File: src/rtl/reg_file_2r1w_if.sv
// -----------------------------------------------------------------------------
// reg_file_2r1w_if
// Bus bundle for the 2-read / 1-write register file.
//
// Signals:
//   READ     read command strobe (master -> slave)
//   WRITE    write command strobe (master -> slave)
//   ADDR_R1  read port 1 address (master -> slave)
//   ADDR_R2  read port 2 address (master -> slave)
//   ADDR_W   write address (master -> slave)
//   DATA_W   write data (master -> slave)
//   DATA_R1  registered read port 1 data (slave -> master)
//   DATA_R2  registered read port 2 data (slave -> master)
//   RD_VALID one-cycle pulse after each accepted READ (slave -> master)
//
// Modports: master drives commands, slave (the register file) returns data.
// -----------------------------------------------------------------------------
interface reg_file_2r1w_if #(
  parameter int DATA_WIDTH = 32,
  parameter int ADDR_WIDTH = 5
);
  logic                  READ;
  logic                  WRITE;
  logic [ADDR_WIDTH-1:0] ADDR_R1;
  logic [ADDR_WIDTH-1:0] ADDR_R2;
  logic [ADDR_WIDTH-1:0] ADDR_W;
  logic [DATA_WIDTH-1:0] DATA_W;
  logic [DATA_WIDTH-1:0] DATA_R1;
  logic [DATA_WIDTH-1:0] DATA_R2;
  logic                  RD_VALID;

  modport master (
    output READ, WRITE, ADDR_R1, ADDR_R2, ADDR_W, DATA_W,
    input  DATA_R1, DATA_R2, RD_VALID
  );

  modport slave (
    input  READ, WRITE, ADDR_R1, ADDR_R2, ADDR_W, DATA_W,
    output DATA_R1, DATA_R2, RD_VALID
  );
endinterface

File: src/rtl/reg_file_2r1w.sv
// -----------------------------------------------------------------------------
// reg_file_2r1w
// 2**ADDR_WIDTH-entry register file with two command-strobed, registered read
// ports (1-cycle latency) and one write port. A read in the same cycle as a
// write to the same address returns the new data (write-first). With
// ZERO_REG=1, entry 0 ignores writes and always reads as zero.
//
// Ports:
//   CLK  rising-edge clock
//   RST  synchronous active-high reset: clears storage, read data and RD_VALID
//   bus  reg_file_2r1w_if.slave: READ/WRITE strobes, ADDR_R1/ADDR_R2/ADDR_W,
//        DATA_W in; DATA_R1/DATA_R2/RD_VALID out (all registered)
// -----------------------------------------------------------------------------
module reg_file_2r1w #(
  parameter int DATA_WIDTH = 32,
  parameter int ADDR_WIDTH = 5,
  parameter int ZERO_REG   = 1
) (
  input  logic                 CLK,
  input  logic                 RST,
  reg_file_2r1w_if.slave       bus
);

  localparam int DEPTH    = 1 << ADDR_WIDTH;
  localparam int NUM_RD   = 2;
  localparam bit ZERO_EN  = (ZERO_REG != 0);

  logic [DATA_WIDTH-1:0] mem_reg [DEPTH];
  logic [ADDR_WIDTH-1:0] rd_addr [NUM_RD];
  logic [DATA_WIDTH-1:0] rd_data [NUM_RD];
  logic                  rd_valid_reg;
  logic                  write_ok;

  // A write to entry 0 is dropped entirely when it is hardwired; this same
  // qualifier gates the bypass so a dropped write can never leak to a reader.
  assign write_ok = bus.WRITE && !(ZERO_EN && (bus.ADDR_W == '0));

  assign rd_addr[0] = bus.ADDR_R1;
  assign rd_addr[1] = bus.ADDR_R2;

  // Storage: reset clears every entry, so this is a register array rather
  // than a RAM.
  always_ff @(posedge CLK) begin
    if (RST) begin
      for (int i = 0; i < DEPTH; i++) begin
        mem_reg[i] <= '0;
      end
    end else if (write_ok) begin
      mem_reg[bus.ADDR_W] <= bus.DATA_W;
    end
  end

  // One identical registered read port per address; outputs hold while
  // READ is low.
  genvar gi;
  generate
    for (gi = 0; gi < NUM_RD; gi++) begin : gen_rd_port
      logic [DATA_WIDTH-1:0] data_r_next;
      logic [DATA_WIDTH-1:0] data_r_reg;

      always_comb begin
        data_r_next = mem_reg[rd_addr[gi]];
        if (write_ok && (rd_addr[gi] == bus.ADDR_W)) begin
          data_r_next = bus.DATA_W;
        end
        // Entry 0 is forced on the read side too, so it reads as zero even
        // before the first reset has cleared the storage.
        if (ZERO_EN && (rd_addr[gi] == '0)) begin
          data_r_next = '0;
        end
      end

      always_ff @(posedge CLK) begin
        if (RST) begin
          data_r_reg <= '0;
        end else if (bus.READ) begin
          data_r_reg <= data_r_next;
        end
      end

      assign rd_data[gi] = data_r_reg;
    end
  endgenerate

  always_ff @(posedge CLK) begin
    if (RST) begin
      rd_valid_reg <= 1'b0;
    end else begin
      rd_valid_reg <= bus.READ;
    end
  end

  assign bus.DATA_R1  = rd_data[0];
  assign bus.DATA_R2  = rd_data[1];
  assign bus.RD_VALID = rd_valid_reg;

endmodule

File: src/flat_wrapper.sv
// flat-port wrapper written by rule: the top's interface ports become plain ports
module reg_file_2r1w_flat 
#(
  parameter int DATA_WIDTH = 32,
  parameter int ADDR_WIDTH = 5,
  parameter int ZERO_REG   = 1
)
  (CLK, RST, bus_READ, bus_WRITE, bus_ADDR_R1, bus_ADDR_R2, bus_ADDR_W, bus_DATA_W, bus_DATA_R1, bus_DATA_R2, bus_RD_VALID);
  reg_file_2r1w_if #(.DATA_WIDTH(DATA_WIDTH), .ADDR_WIDTH(ADDR_WIDTH)) bus_i ();
  input  logic CLK;
  input  logic RST;
  input wire logic [$bits(bus_i.READ)-1:0] bus_READ;
  input wire logic [$bits(bus_i.WRITE)-1:0] bus_WRITE;
  input wire logic [$bits(bus_i.ADDR_R1)-1:0] bus_ADDR_R1;
  input wire logic [$bits(bus_i.ADDR_R2)-1:0] bus_ADDR_R2;
  input wire logic [$bits(bus_i.ADDR_W)-1:0] bus_ADDR_W;
  input wire logic [$bits(bus_i.DATA_W)-1:0] bus_DATA_W;
  output wire logic [$bits(bus_i.DATA_R1)-1:0] bus_DATA_R1;
  output wire logic [$bits(bus_i.DATA_R2)-1:0] bus_DATA_R2;
  output wire logic [$bits(bus_i.RD_VALID)-1:0] bus_RD_VALID;
  assign bus_i.READ = bus_READ;
  assign bus_i.WRITE = bus_WRITE;
  assign bus_i.ADDR_R1 = bus_ADDR_R1;
  assign bus_i.ADDR_R2 = bus_ADDR_R2;
  assign bus_i.ADDR_W = bus_ADDR_W;
  assign bus_i.DATA_W = bus_DATA_W;
  assign bus_DATA_R1 = bus_i.DATA_R1;
  assign bus_DATA_R2 = bus_i.DATA_R2;
  assign bus_RD_VALID = bus_i.RD_VALID;
  reg_file_2r1w #(.DATA_WIDTH(DATA_WIDTH), .ADDR_WIDTH(ADDR_WIDTH), .ZERO_REG(ZERO_REG)) u_core (.CLK(CLK), .RST(RST), .bus(bus_i));
endmodule
File: config.mk
export PLATFORM = sky130hd
export DESIGN_NAME = reg_file_2r1w_flat
export DESIGN_NICKNAME = d
export VERILOG_FILES = /design/src/rtl/reg_file_2r1w_if.sv /design/src/rtl/reg_file_2r1w.sv /design/src/flat_wrapper.sv
export SDC_FILE = /design/constraint.sdc
export NUM_CORES = 2
export LEC_CHECK = 0
export CAP_MARGIN = 20
export CORE_MARGIN = 4
export CORE_UTILIZATION = 41
export CTS_CLUSTER_DIAMETER = 60
export DETAILED_ROUTE_END_ITERATION = 8
export GPL_TIMING_DRIVEN = 0
export PLACE_DENSITY = 0.58
export RECOVER_POWER = 25
export SETUP_SLACK_MARGIN = 0.5
export SLEW_MARGIN = 20
export SYNTH_ARGS = -nofsm -noshare
export SYNTH_HDL_FRONTEND = slang
export SYNTH_SLANG_ARGS = --single-unit
File: constraint.sdc
create_clock -name CLK -period 4.44 [get_ports CLK]
set_clock_uncertainty 0.05 [all_clocks]
set_input_delay 0.888 -clock CLK [delete_from_list [all_inputs] [get_ports CLK]]
set_output_delay 0.888 -clock CLK [all_outputs]
set_load 0.02 [all_outputs]
M1 wires:
Cells faint in the background.
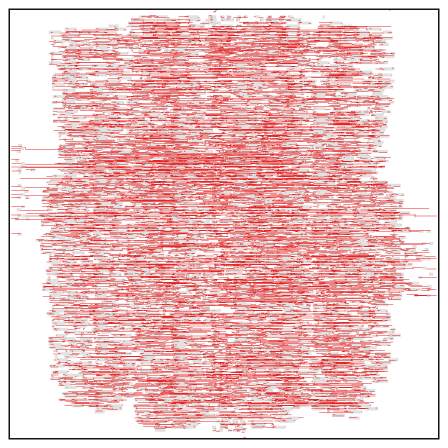
The layer carries 84.8 mm of wire. 3974 nets have wire on it. The longest straight run is 154 um. The wires run mostly horizontal.

Metal 2:
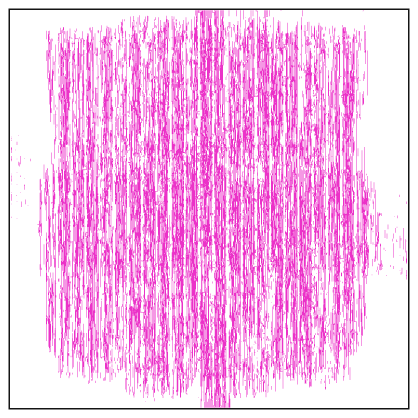
3495 nets have wire on it. The layer holds 44% of the routed length. The longest straight run is 140 um.
Vias: 37900
GR met2 Demand/Resource: 46.1%
wire length after detailed routing: 229000 um

Metal 3:
Cells faint in the background.
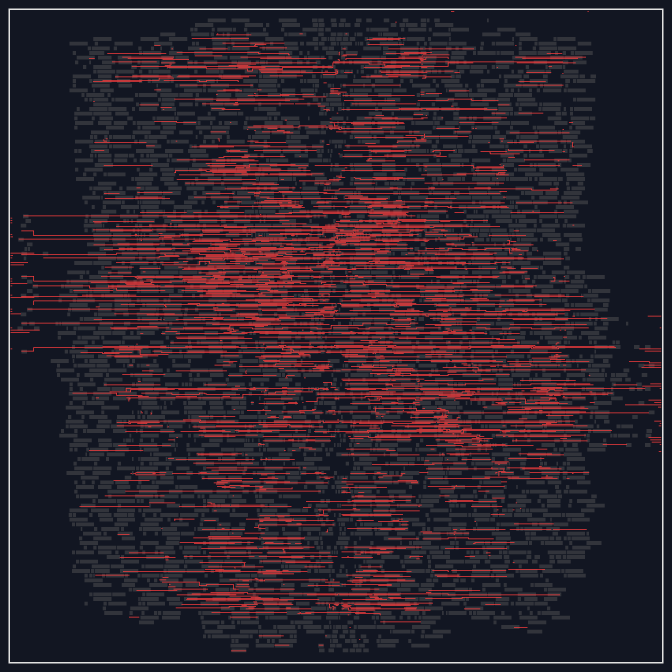
The layer carries 30.8 mm of wire. The wires run mostly horizontal.
met3 routing resource usage after global routing: 11.1%

==> flow_metrics.env <==
# source this file to load flow results
export IMPL_power_leakage_nw=22.9
export IMPL_report_final_hold_viol_count=0
export IMPL_critical_path_top_delay_family="buffers and inverters"
export IMPL_drv_max_cap_violation_count=1
export IMPL_avgSynthCellArea_um2=15.5
export IMPL_cts_htree_levels=4
export IMPL_critical_path_most_common_cell="sky130_fd_sc_hd__clkbuf_1"
export IMPL_clock_path_buffers=3
export IMPL_final_net_count=4047
export IMPL_netlist_area_leader_share_pct=54.2
export IMPL_vias_per_cell=6.41
export IMPL_yosys_top_cells_area="sky130_fd_sc_hd__edfxtp_1, sky130_fd_sc_hd__mux4_2, sky130_fd_sc_hd__and2_1"
export IMPL_power_of_the_sequential_group_mw=12.2
export IMPL_synth_async_sr_flop_share_pct=0
export IMPL_fp_row_count=136
export IMPL_worstPathBufferInverterCount=3
export IMPL_area_growth_syn_to_layout_pct=17.2
export IMPL_synth_seq_area_share_pct=56.5
export IMPL_dominantRegCellSynth="sky130_fd_sc_hd__edfxtp_1"
export IMPL_timing_setup_critical_path_class="in2reg"
export IMPL_cts_root_buffer_cell="sky130_fd_sc_hd__clkbuf_16"
export IMPL_f_max_mhz=239
export IMPL_rsz0062_at_grt="false"
export IMPL_violations_in_the_final_reports="capacitance limit, slew limit"
export IMPL_pin_count_of_the_biggest_net_entering_global_routing=33
export IMPL_synth_cell_area_um2=56700
export IMPL_switching_part_of_the_total_power_pct=25.6
export IMPL_cts_tree="yes"
export IMPL_finish_instance_area_um2=66500
export IMPL_cell_internal_pwr_mw=20.0
export IMPL_cp_max_stage_delay_ns=1.14
export IMPL_slew_viol_final=33
export IMPL_final_setup_worst_slack_ns=0.253
export IMPL_result_of_the_run="finished, violations left"
export IMPL_crit_path_cell_trace="dlygate4sd3_1 > nor2b_1 > nand3_1 > clkbuf_1 > nor2_1 > clkbuf_1 > and2_1"
export IMPL_placed_cells_incl_taps=5657
export IMPL_syn_inst=3666
==> worst reg2reg max path, cell delays in order, from the launching register on <==
cell,delay (ns)
sky130_fd_sc_hd__edfxtp_1,0.43
sky130_fd_sc_hd__mux4_2,0.53
sky130_fd_sc_hd__mux4_2,0.54
sky130_fd_sc_hd__nand2b_1,0.39
sky130_fd_sc_hd__nand3_1,0.12
==> cell type report <==
cell class / count / area (um2)
Fill cell: 11700 / 71000
Clock inverter: 59 / 676
Sequential cell: 1089 / 32100
Tap cell: 1794 / 2240
Clock buffer: 176 / 3750
Antenna cell: 15 / 37.5
Multi-Input combinational cell: 2211 / 23400
Buffer: 394 / 1660
Inverter: 3 / 11.3
Timing Repair Buffer: 166 / 2680
==> cells in the final DEF, fill, tap and decap left out, drive strengths merged, types with 3 or more instances in the layout <==
| cell | n |
|---|---|
| a21oi | 26 |
| mux2i | 156 |
| dlygate4sd3 | 67 |
| mux2 | 29 |
| buf | 153 |
| a22oi | 73 |
| bufinv | 15 |
| conb | 32 |
| nor2b | 10 |
| nor2 | 33 |
| inv | 6 |
| a22o | 19 |
| a211oi | 5 |
| or3 | 3 |
| o21ai | 46 |
| dfxtp | 65 |
| edfxtp | 1024 |
| nand2b | 64 |
| o22ai | 29 |
| a21o | 21 |
| or3b | 4 |
| a211o | 17 |
| o21bai | 5 |
| a31oi | 9 |
| clkbuf | 478 |
| o31ai | 23 |
| clkinvlp | 3 |
| clkdlybuf4s50 | 37 |
| diode | 15 |
| clkinv | 38 |
| xnor2 | 10 |
| nand3b | 5 |
| o311ai | 4 |
| mux4 | 522 |
| a221oi | 9 |
| and2 | 993 |
| o221ai | 21 |
| nand3 | 36 |
==> per-stage QoR <==
step | power (mW) | setup TNS (ns)
5_1_grt | 27.4 | 0
3_5_place_dp | 15.7 | -2.22
2_1_floorplan | 14.1 | -91.24
6_report | 26.9 | 0
3_3_place_gp | 15.6 | -2907.98
4_1_cts | 26.8 | 0
==> kinds of logic after synthesis <==
| kind of cell | count (synthesis) | synth area share (%) |
|---|---|---|
| buffers and inverters | 397 | 2.89 |
| other | 1 | 0.00661 |
| AND-OR/OR-AND | 309 | 3.87 |
| multiplexers | 707 | 24.0 |
| AND/OR/NAND/NOR | 1153 | 12.6 |
| flip-flops | 1089 | 56.5 |
| XOR/XNOR | 10 | 0.154 |
==> layer usage <==
layer / vias up / share of wire, % / global-route usage, %
li1: 14900 / - / -
met1: 19700 / 37 / 41.2
met2: 2733 / 44 / 46.1
met3: 503 / 13 / 11.1
met4: 2 / 5.3 / 14.8
met5: - / 0.0048 / 0
==> what timing repair did <==
| item | in CTS | in global routing |
|---|---|---|
| gates resized | 0 | 10 |
| setup endpoints to repair | 0 | 6 |
| setup buffers | 0 | 0 |
| hold buffers | 0 | 0 |
==> path summary, 6_finish.rpt <==
kind,from,end,cells after the start
setup / recovery,RST,u_core.mem_reg[11][5],7
hold / removal,u_core.bus.DATA_R1[27],u_core.bus.DATA_R1[27],2
setup reg to reg,u_core.mem_reg[31][27],u_core.bus.DATA_R1[27],4
hold reg to reg,u_core.bus.DATA_R1[27],u_core.bus.DATA_R1[27],2
Power and IR drop assume default switching activity.
